===== src/rtl/prf_pkg.sv =====
// Shared types and reset-default timing for the pulse-repetition scheduler.
package prf_pkg;

  localparam int CFG_CNT_W  = 16;
  localparam int CFG_PIDX_W = 8;

  typedef enum logic [2:0] {
    IDLE,
    TX,
    BLANK,
    RX,
    DEAD
  } state_t;

  localparam logic [CFG_CNT_W-1:0]  DEF_PRI    = 16'd1150;
  localparam logic [CFG_CNT_W-1:0]  DEF_TX     = 16'd100;
  localparam logic [CFG_CNT_W-1:0]  DEF_BLANK  = 16'd0;
  localparam logic [CFG_CNT_W-1:0]  DEF_RX     = 16'd1050;
  localparam logic [CFG_PIDX_W-1:0] DEF_NPULSE = 8'd1;

  localparam logic [CFG_CNT_W-1:0]  CNT_ONE  = 16'd1;
  localparam logic [CFG_PIDX_W-1:0] PIDX_ONE = 8'd1;

  typedef struct packed {
    logic [CFG_CNT_W-1:0]  pri;
    logic [CFG_CNT_W-1:0]  tx_len;
    logic [CFG_CNT_W-1:0]  blank_len;
    logic [CFG_CNT_W-1:0]  rx_len;
    logic [CFG_PIDX_W-1:0] npulse;
  } cfg_t;

  localparam cfg_t DEF_CFG = '{
    pri:       DEF_PRI,
    tx_len:    DEF_TX,
    blank_len: DEF_BLANK,
    rx_len:    DEF_RX,
    npulse:    DEF_NPULSE
  };

  // Two guard bits keep the phase sum from wrapping before it is compared with pri.
  function automatic logic cfg_is_valid(input cfg_t c);
    logic [CFG_CNT_W+1:0] sum;
    sum = {2'b00, c.tx_len} + {2'b00, c.blank_len} + {2'b00, c.rx_len};
    return (c.tx_len != '0) && (c.rx_len != '0) && (c.npulse != '0) &&
           (sum <= {2'b00, c.pri});
  endfunction

endpackage


===== src/rtl/prf_scheduler_if.sv =====
// Software-facing shadow-configuration port: valid/ready write plus sticky error flag.
interface prf_scheduler_if #(
  parameter int CNT_W  = prf_pkg::CFG_CNT_W,
  parameter int PIDX_W = prf_pkg::CFG_PIDX_W
);

  logic              cfg_valid;
  logic              cfg_ready;
  logic [CNT_W-1:0]  cfg_pri;
  logic [CNT_W-1:0]  cfg_tx_len;
  logic [CNT_W-1:0]  cfg_blank_len;
  logic [CNT_W-1:0]  cfg_rx_len;
  logic [PIDX_W-1:0] cfg_npulse;
  logic              cfg_err;

  modport master (
    output cfg_valid, cfg_pri, cfg_tx_len, cfg_blank_len, cfg_rx_len, cfg_npulse,
    input  cfg_ready, cfg_err
  );

  modport slave (
    input  cfg_valid, cfg_pri, cfg_tx_len, cfg_blank_len, cfg_rx_len, cfg_npulse,
    output cfg_ready, cfg_err
  );

endinterface


===== src/rtl/prf_cfg_shadow.sv =====
// Shadow/active configuration registers; the shadow is promoted to active only when
// the scheduler signals a CPI boundary (apply) and a validated write is pending.
module prf_cfg_shadow
  import prf_pkg::*;
(
  input  logic                 fclk,
  input  logic                 rst_n,
  prf_scheduler_if.slave       cfg,
  input  logic                 apply,
  output cfg_t                 active,
  output logic [CFG_CNT_W-1:0] next_tx_len
);

  cfg_t shadow;
  cfg_t wr_cfg;
  logic pend;
  logic wr;
  logic wr_ok;

  always_comb begin
    wr_cfg = '{
      pri:       cfg.cfg_pri,
      tx_len:    cfg.cfg_tx_len,
      blank_len: cfg.cfg_blank_len,
      rx_len:    cfg.cfg_rx_len,
      npulse:    cfg.cfg_npulse
    };
    wr          = cfg.cfg_valid && !pend;
    wr_ok       = cfg_is_valid(wr_cfg);
    next_tx_len = pend ? shadow.tx_len : active.tx_len;
  end

  assign cfg.cfg_ready = !pend;

  // Copy and write never coincide: a write needs pend low, a copy needs it high.
  always_ff @(posedge fclk or negedge rst_n) begin
    if (!rst_n) begin
      active      <= DEF_CFG;
      shadow      <= DEF_CFG;
      pend        <= 1'b0;
      cfg.cfg_err <= 1'b0;
    end else begin
      if (apply && pend) begin
        active <= shadow;
        pend   <= 1'b0;
      end
      if (wr) begin
        if (wr_ok) begin
          shadow      <= wr_cfg;
          pend        <= 1'b1;
          cfg.cfg_err <= 1'b0;
        end else begin
          cfg.cfg_err <= 1'b1;
        end
      end
    end
  end

endmodule


===== src/rtl/prf_scheduler.sv =====
// PRI sequencer: TX -> BLANK -> RX -> DEAD per pulse, pulses grouped into CPIs.
// Every output is registered from the next-state decode so it lines up with its phase.
module prf_scheduler
  import prf_pkg::*;
#(
  parameter int CNT_W  = CFG_CNT_W,
  parameter int PIDX_W = CFG_PIDX_W
) (
  input  logic              fclk,
  input  logic              rst_n,
  input  logic              start,
  prf_scheduler_if.slave    cfg,
  output logic              prf,
  output logic              rx_gate,
  output logic              rx_start,
  output logic [PIDX_W-1:0] pulse_idx,
  output logic              cpi_done,
  output logic              busy
);

  state_t            state, next_state;
  logic [CNT_W-1:0]  phase_cnt, next_cnt;
  logic [CNT_W-1:0]  dead_len;
  logic [CNT_W-1:0]  next_tx_len;
  logic [PIDX_W-1:0] next_pidx;
  logic              apply;
  logic              pri_end;
  logic              cpi_next;
  cfg_t              active;

  prf_cfg_shadow u_shadow (
    .fclk        (fclk),
    .rst_n       (rst_n),
    .cfg         (cfg),
    .apply       (apply),
    .active      (active),
    .next_tx_len (next_tx_len)
  );

  always_comb begin
    dead_len   = active.pri - active.tx_len - active.blank_len - active.rx_len;
    next_state = state;
    next_cnt   = phase_cnt;
    next_pidx  = pulse_idx;
    apply      = 1'b0;
    pri_end    = 1'b0;

    case (state)
      IDLE: begin
        if (start) begin
          next_state = TX;
          apply      = 1'b1;
          next_pidx  = '0;
          next_cnt   = next_tx_len - CNT_ONE;
        end
      end
      TX: begin
        if (phase_cnt != '0) begin
          next_cnt = phase_cnt - CNT_ONE;
        end else if (active.blank_len != '0) begin
          next_state = BLANK;
          next_cnt   = active.blank_len - CNT_ONE;
        end else begin
          next_state = RX;
          next_cnt   = active.rx_len - CNT_ONE;
        end
      end
      BLANK: begin
        if (phase_cnt != '0) begin
          next_cnt = phase_cnt - CNT_ONE;
        end else begin
          next_state = RX;
          next_cnt   = active.rx_len - CNT_ONE;
        end
      end
      RX: begin
        if (phase_cnt != '0) begin
          next_cnt = phase_cnt - CNT_ONE;
        end else if (dead_len != '0) begin
          next_state = DEAD;
          next_cnt   = dead_len - CNT_ONE;
        end else begin
          pri_end = 1'b1;
        end
      end
      DEAD: begin
        if (phase_cnt != '0) begin
          next_cnt = phase_cnt - CNT_ONE;
        end else begin
          pri_end = 1'b1;
        end
      end
      default: next_state = IDLE;
    endcase

    // Only a CPI boundary may pick up a pending shadow config for the next TX length.
    if (pri_end) begin
      if (!start) begin
        next_state = IDLE;
      end else if (pulse_idx >= active.npulse - PIDX_ONE) begin
        next_state = TX;
        apply      = 1'b1;
        next_pidx  = '0;
        next_cnt   = next_tx_len - CNT_ONE;
      end else begin
        next_state = TX;
        next_pidx  = pulse_idx + PIDX_ONE;
        next_cnt   = active.tx_len - CNT_ONE;
      end
    end

    cpi_next = (next_pidx >= active.npulse - PIDX_ONE) && (next_cnt == '0) &&
               ((next_state == DEAD) || ((next_state == RX) && (dead_len == '0)));
  end

  always_ff @(posedge fclk or negedge rst_n) begin
    if (!rst_n) begin
      state     <= IDLE;
      phase_cnt <= '0;
      pulse_idx <= '0;
      prf       <= 1'b0;
      rx_gate   <= 1'b0;
      rx_start  <= 1'b0;
      cpi_done  <= 1'b0;
      busy      <= 1'b0;
    end else begin
      state     <= next_state;
      phase_cnt <= next_cnt;
      pulse_idx <= next_pidx;
      prf       <= (next_state == TX);
      rx_gate   <= (next_state == RX);
      rx_start  <= (next_state == RX) && (state != RX);
      cpi_done  <= cpi_next;
      busy      <= (next_state != IDLE);
    end
  end

endmodule


===== src/flat_wrapper.sv =====
// flat-port wrapper written by rule: the top's interface ports become plain ports
module prf_scheduler_flat import prf_pkg::*;
#(
  parameter int CNT_W  = CFG_CNT_W,
  parameter int PIDX_W = CFG_PIDX_W
)
  (fclk, rst_n, start, prf, rx_gate, rx_start, pulse_idx, cpi_done, busy, cfg_cfg_valid, cfg_cfg_pri, cfg_cfg_tx_len, cfg_cfg_blank_len, cfg_cfg_rx_len, cfg_cfg_npulse, cfg_cfg_ready, cfg_cfg_err);
  prf_scheduler_if #(.CNT_W(CNT_W), .PIDX_W(PIDX_W)) cfg_i ();
  input  logic fclk;
  input  logic rst_n;
  input  logic start;
  output logic prf;
  output logic rx_gate;
  output logic rx_start;
  output logic [PIDX_W-1:0] pulse_idx;
  output logic cpi_done;
  output logic busy;
  input wire logic [$bits(cfg_i.cfg_valid)-1:0] cfg_cfg_valid;
  input wire logic [$bits(cfg_i.cfg_pri)-1:0] cfg_cfg_pri;
  input wire logic [$bits(cfg_i.cfg_tx_len)-1:0] cfg_cfg_tx_len;
  input wire logic [$bits(cfg_i.cfg_blank_len)-1:0] cfg_cfg_blank_len;
  input wire logic [$bits(cfg_i.cfg_rx_len)-1:0] cfg_cfg_rx_len;
  input wire logic [$bits(cfg_i.cfg_npulse)-1:0] cfg_cfg_npulse;
  output wire logic [$bits(cfg_i.cfg_ready)-1:0] cfg_cfg_ready;
  output wire logic [$bits(cfg_i.cfg_err)-1:0] cfg_cfg_err;
  assign cfg_i.cfg_valid = cfg_cfg_valid;
  assign cfg_i.cfg_pri = cfg_cfg_pri;
  assign cfg_i.cfg_tx_len = cfg_cfg_tx_len;
  assign cfg_i.cfg_blank_len = cfg_cfg_blank_len;
  assign cfg_i.cfg_rx_len = cfg_cfg_rx_len;
  assign cfg_i.cfg_npulse = cfg_cfg_npulse;
  assign cfg_cfg_ready = cfg_i.cfg_ready;
  assign cfg_cfg_err = cfg_i.cfg_err;
  prf_scheduler #(.CNT_W(CNT_W), .PIDX_W(PIDX_W)) u_core (.fclk(fclk), .rst_n(rst_n), .start(start), .cfg(cfg_i), .prf(prf), .rx_gate(rx_gate), .rx_start(rx_start), .pulse_idx(pulse_idx), .cpi_done(cpi_done), .busy(busy));
endmodule

===== config.mk =====
export PLATFORM = sky130hd
export DESIGN_NAME = prf_scheduler_flat
export DESIGN_NICKNAME = d
export VERILOG_FILES = /design/src/rtl/prf_pkg.sv /design/src/rtl/prf_scheduler_if.sv /design/src/rtl/prf_cfg_shadow.sv /design/src/rtl/prf_scheduler.sv /design/src/flat_wrapper.sv
export SDC_FILE = /design/constraint.sdc
export NUM_CORES = 1
export LEC_CHECK = 0
export CAP_MARGIN = 15
export CORE_MARGIN = 3
export CORE_UTILIZATION = 35
export CTS_CLUSTER_SIZE = 25
export DETAILED_ROUTE_END_ITERATION = 8
export GPL_TIMING_DRIVEN = 0
export SLEW_MARGIN = 10
export SYNTH_ARGS = -nofsm -noshare
export SYNTH_HDL_FRONTEND = slang
export SYNTH_SLANG_ARGS = --single-unit

===== constraint.sdc =====
create_clock -name fclk -period 8.6 [get_ports fclk]
set_input_delay 2.15 -clock fclk [delete_from_list [all_inputs] [get_ports fclk]]
set_output_delay 2.15 -clock fclk [all_outputs]
set_load 0.005 [all_outputs]

**Met1 routing**

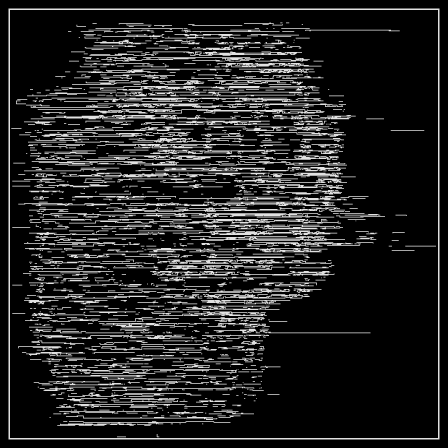
- main direction: horizontal
- share of all routed wire: 45%
- wire length on this layer: 18600 um
- nets with wire on the layer: 1520
DR vias: 10710
GRT met1 Usage: 0.280
Routed Wire Length: 41.4 mm

**M2 wires**

Scale bar: 50 um.
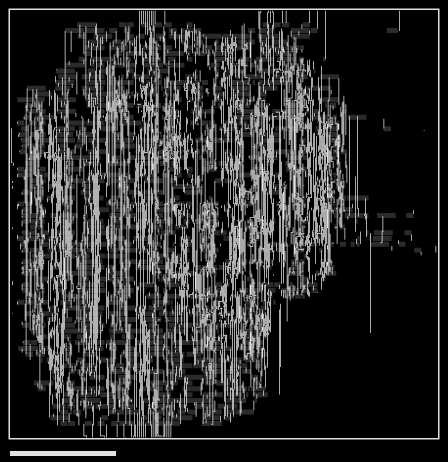
- wire length on this layer: 19600 um
- main direction: vertical
met2 Resource Use GR: 0.339

==> notes.md <==
Reports from this run.

- The repair_antennas step left the layout with diodes totalling 0.
- The number of cells traversed by the worst register-to-register path is 30.
- The floorplan-stage core utilization reads 0.360.
- The beginning of the critical path is cfg_cfg_tx_len[1].
- The maximum fanout along the worst path is 10.
- The via count of the first global-routing pass is 10415.
- The run finished with clean final reports.
- The floorplan core area reads 37100 um2.
- The maximum number of pins on one net before global-route repair is 107.
- The final design was reported to hold multi-input combinational gates totalling 1014.
- The layout has 17 clock buffers.
- The transition time at the pin with the least slew margin is 1170 ps.
- The global-route wire length before repair reads 64.1 mm.
- Routability-driven placement finished with a final weighted congestion of 0.946.
- The internal reg-to-reg setup slack reads 830 ps.
- The compound-gate portion of the synthesized area is 0.131.
- In the final routed layout, each cell accounts on average for 21.2 um.
- The count of boundary I/O pins is 91.
- The post-detailed-placement half-perimeter wirelength is 33.8 mm.
- The post-route standard cell area excluding fillers is 15500 um2.
- The proportion of power drawn by combinational gates reads 0.248.
**Met3 routing**

Scale bar: 50 um.
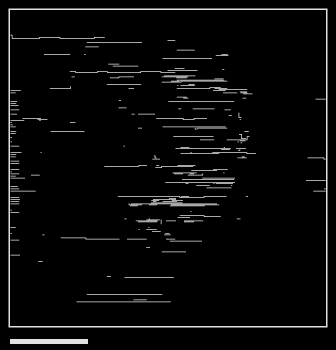
- main direction: horizontal
- longest straight run: 59.8 um
- nets with wire on the layer: 157
- share of all routed wire: 5.1%
- wire length on this layer: 2100 um
grt met3 use: 0.0319

**Signal wires on met4**

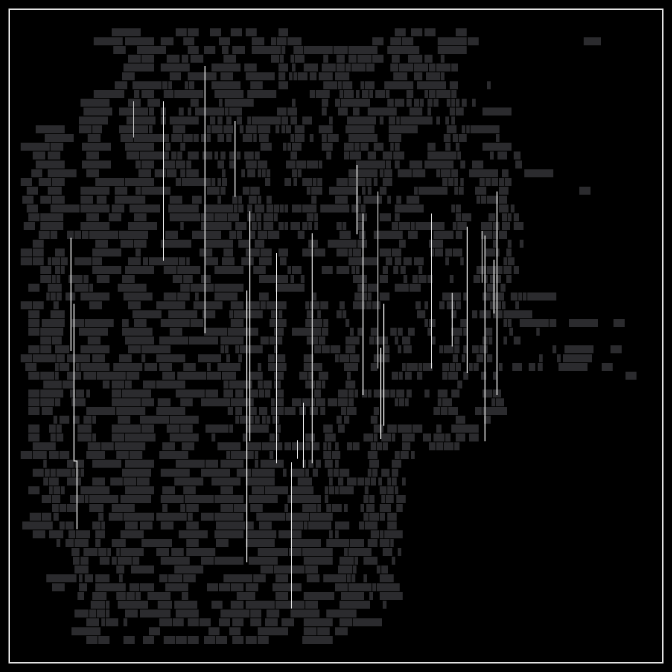
- longest straight run: 83.6 um
- main direction: vertical
- share of all routed wire: 2.6%
- wire length on this layer: 1090 um

sequential cells by signal (all words and copies together), names as in the netlist:
register                     cells
u_core.state                     3
u_core.prf                       1
u_core.cpi_done                  1
u_core.u_shadow.active          72
u_core.rx_gate                   1
u_core.rx_start                  1
u_core.u_shadow.cfg.cfg_err      1
u_core.busy                      1
u_core.u_shadow.pend             1
u_core.u_shadow.shadow          72
u_core.phase_cnt                16
u_core.pulse_idx                 8
per-layer routing:
layer | global-route usage | part of all wire | vias to the layer above
li1 | - | - | 5038
met1 | 0.280 | 0.45 | 5293
met2 | 0.339 | 0.47 | 325
met3 | 0.0319 | 0.051 | 54
met4 | 0.0618 | 0.026 | 0
met5 | 0 | 0 | -
Power and IR drop assume default switching activity.
